==> config.mk <==
export PLATFORM = sky130hd
export DESIGN_NAME = cop1_scoreboard_rf
export DESIGN_NICKNAME = d
export VERILOG_FILES = /design/src/rtl/cop1_scoreboard_rf.sv
export SDC_FILE = /design/constraint.sdc
export NUM_CORES = 2
export LEC_CHECK = 0
export CAP_MARGIN = 20
export CORE_MARGIN = 5
export CORE_UTILIZATION = 36
export DETAILED_ROUTE_END_ITERATION = 10
export PLACE_DENSITY_LB_ADDON = 0.2
export SLEW_MARGIN = 15
export SYNTH_ARGS = -nofsm -noshare
export SYNTH_HDL_FRONTEND = slang
export SYNTH_SLANG_ARGS = --single-unit
==> constraint.sdc <==
create_clock -name clk -period 7.3 [get_ports clk]
set_input_delay 2.19 -clock clk [delete_from_list [all_inputs] [get_ports clk]]
set_output_delay 2.19 -clock clk [all_outputs]
set_load 0.02 [all_outputs]
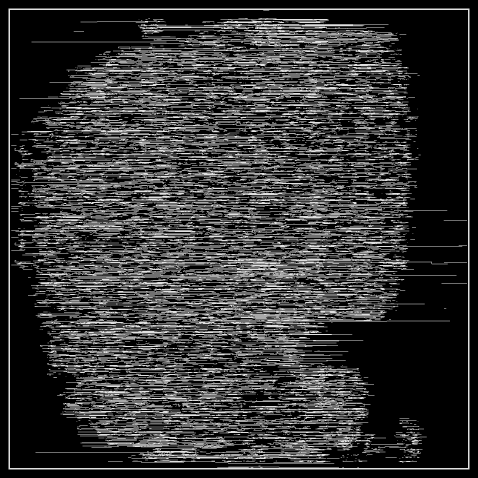
**Above:** metal 1.
nets with wire on the layer: 4208
main direction: horizontal
longest straight run: 128 um
wire length on this layer: 106 mm
share of all routed wire: 37%
final wirelength: 291 mm
met1 Use GR: 39.9%
via total after detailed routing: 50400

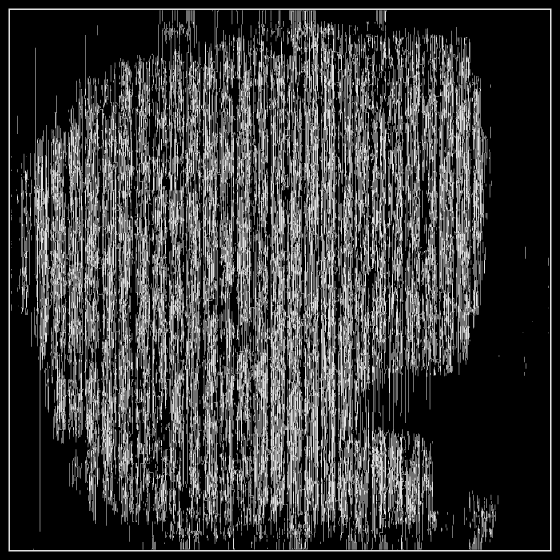
**Above:** metal 2.
longest straight run: 149 um
wire length on this layer: 131 mm
nets with wire on the layer: 3995
main direction: vertical
met2 Use GR: 46.0%

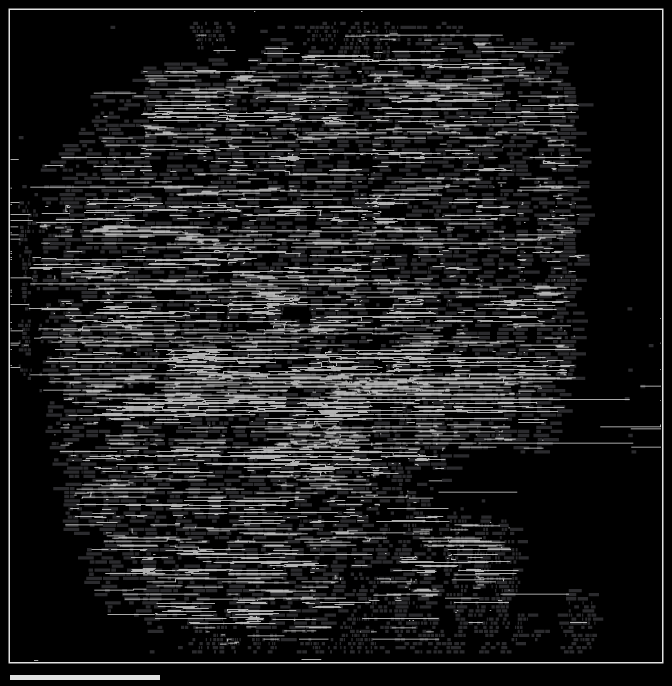
**Above:** metal 3.
Bar = 100 um.
main direction: horizontal
longest straight run: 194 um
wire length on this layer: 35.7 mm
nets with wire on the layer: 672
share of all routed wire: 12%
GR Layer Usage met3: 7.27%

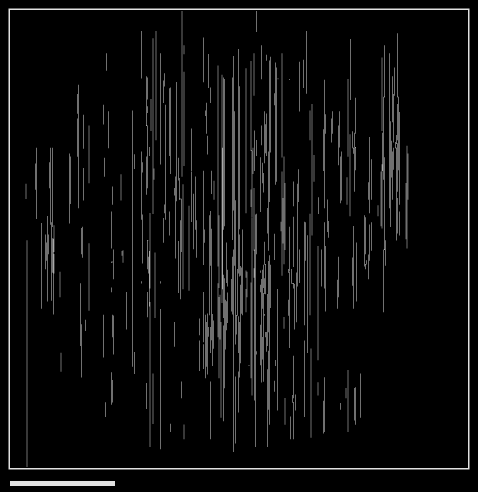
**Above:** met4 routing.
Bar = 100 um.
share of all routed wire: 6.1%
longest straight run: 243 um
main direction: vertical

==> impl_metrics.ini <==
; implementation run metrics
[outcome]
outcome = completed

[floorplanning]
taps = 2355
ios = 175
coreArea_um2 = 179000
die_y_um = 435
fp-utilization_pct = 36.3

[sta]
final_max_slew_viol_count = 0
rsz0062_at_grt = false
tightestPinTransition_ns = 1.17
setup_ws_ns = 0.0602

[cts]
cts_resized = 184
clock-sinks = 1069
clockBufferDepth = 3
cts_root_buf = clkbuf_16
hold_buffers = 0
clk_pin_slew_ns = 0.06

[finish]
fin_cells = 6673
inverters = 5
n_all_buffers = 598
design_area_um2 = 75100
nNetsFinal = 4309
dominant_cells = registers
largest_reg_flops = 1024
seq_area_share_pct = 42.2
areaGrowthSynthToFinish_pct = 15.7

[worst_setup_path]
crit_buf_inv = 6
critPathCaptureType = primary output
cp_cell_sequence = buf_8 -> buf_12 -> buf_12 -> buf_4 -> mux4_2 -> mux4_2 -> mux2i_1 -> and2_1 -> o31ai_2 -> buf_4 -> buf_4
worstPathRequired_ns = 5.11
worstSetupStartpointType = primary input
cpMostUsedCell = buf_4
reg2reg_slack_ns = 3.24
max_stage_delay_ns = 0.54
cp.depth = 11

[global_route]
antenna_found_initial = 14
grt.overflow.total = 0
track_usage_pct = 30.1
grt_max_degree = 93
grt_pass1_vias = 48700

[logic_synthesis]
simple_gate_share_pct = 3.01
floorplan.nets = 4390
muxShareOfSynthArea_pct = 25.0
synthTopLogicFamily = multiplexers
synthArstFlopShare_pct = 0
synth_area_leader_cell = edfxtp_1
yosys_warnings = 0

[placement]
portBuffers = 174

[power_and_ir_drop]
clkPwrFrac_pct = 37.8
powerDensity_nw_per_um2 = 216

[route]
viasPerCell = 7.55
## cells in the final DEF, fill, tap and decap left out, types with 12 or more instances in the layout
cell type and n:
a32o_1 1025, nor2_1 87, buf_2 21, clkbuf_2 20, clkinv_2 27, dfxtp_1 45
a211o_2 20, nor2_4 35, clkbuf_1 27, clkbuf_16 123, buf_4 330, clkinv_1 31
nor2b_1 36, a211o_4 12, edfxtp_1 1024, clkdlybuf4s50_1 96, mux2i_1 103, and2_1 62
nand2_1 82, xnor2_1 17, buf_12 106, mux4_2 672, o21ai_0 65, xor2_1 16
o31ai_1 64
## Yosys cell counts (5+ instances only)
cell / count
a32o_1: 1025
edfxtp_1: 1024
mux4_2: 672
clkbuf_1: 547
buf_1: 140
nor2_1: 122
buf_2: 114
mux2i_1: 103
nand2_1: 82
o21ai_0: 65
o31ai_1: 65
and2_1: 62
dfxtp_1: 45
nor2b_1: 36
a211o_1: 32
xnor2_1: 17
xor2_1: 16
nand3_1: 13
o221ai_1: 10
or3b_2: 9
nand3b_1: 8
nor3_1: 8
nand2b_1: 7
a21oi_1: 5
and3_1: 5
inv_1: 5
## routing by layer
metal	wire length [um]	vias up	GRT usage [%]
li1	-	18800	-
met1	106000	26700	39.9
met2	131000	4158	46.0
met3	35700	782	7.27
met4	17800	10	15.5
met5	81	-	0.487
## power by group through the flow
stage / clock network (mW) / registers [mW] / logic, mW
after detailed placement: 0 / 7.38 / 2.86
final: 6.14 / 7.26 / 2.85
after global routing: 6.43 / 7.30 / 2.92
after CTS: 6.18 / 7.25 / 2.83
after global placement: 0 / 7.36 / 2.86
after floorplan: 0 / 7.31 / 1.61
## stage by stage
step	hold slack [ns]	util, %
after floorplan	0.455	-
after global placement	0.472	39.9
after detailed placement	0.479	39.9
after CTS	0.494	42.1
after global routing	0.524	42.0
final	0.484	42.0
Power figures rest on the tool's default switching activity, not on a simulated workload.
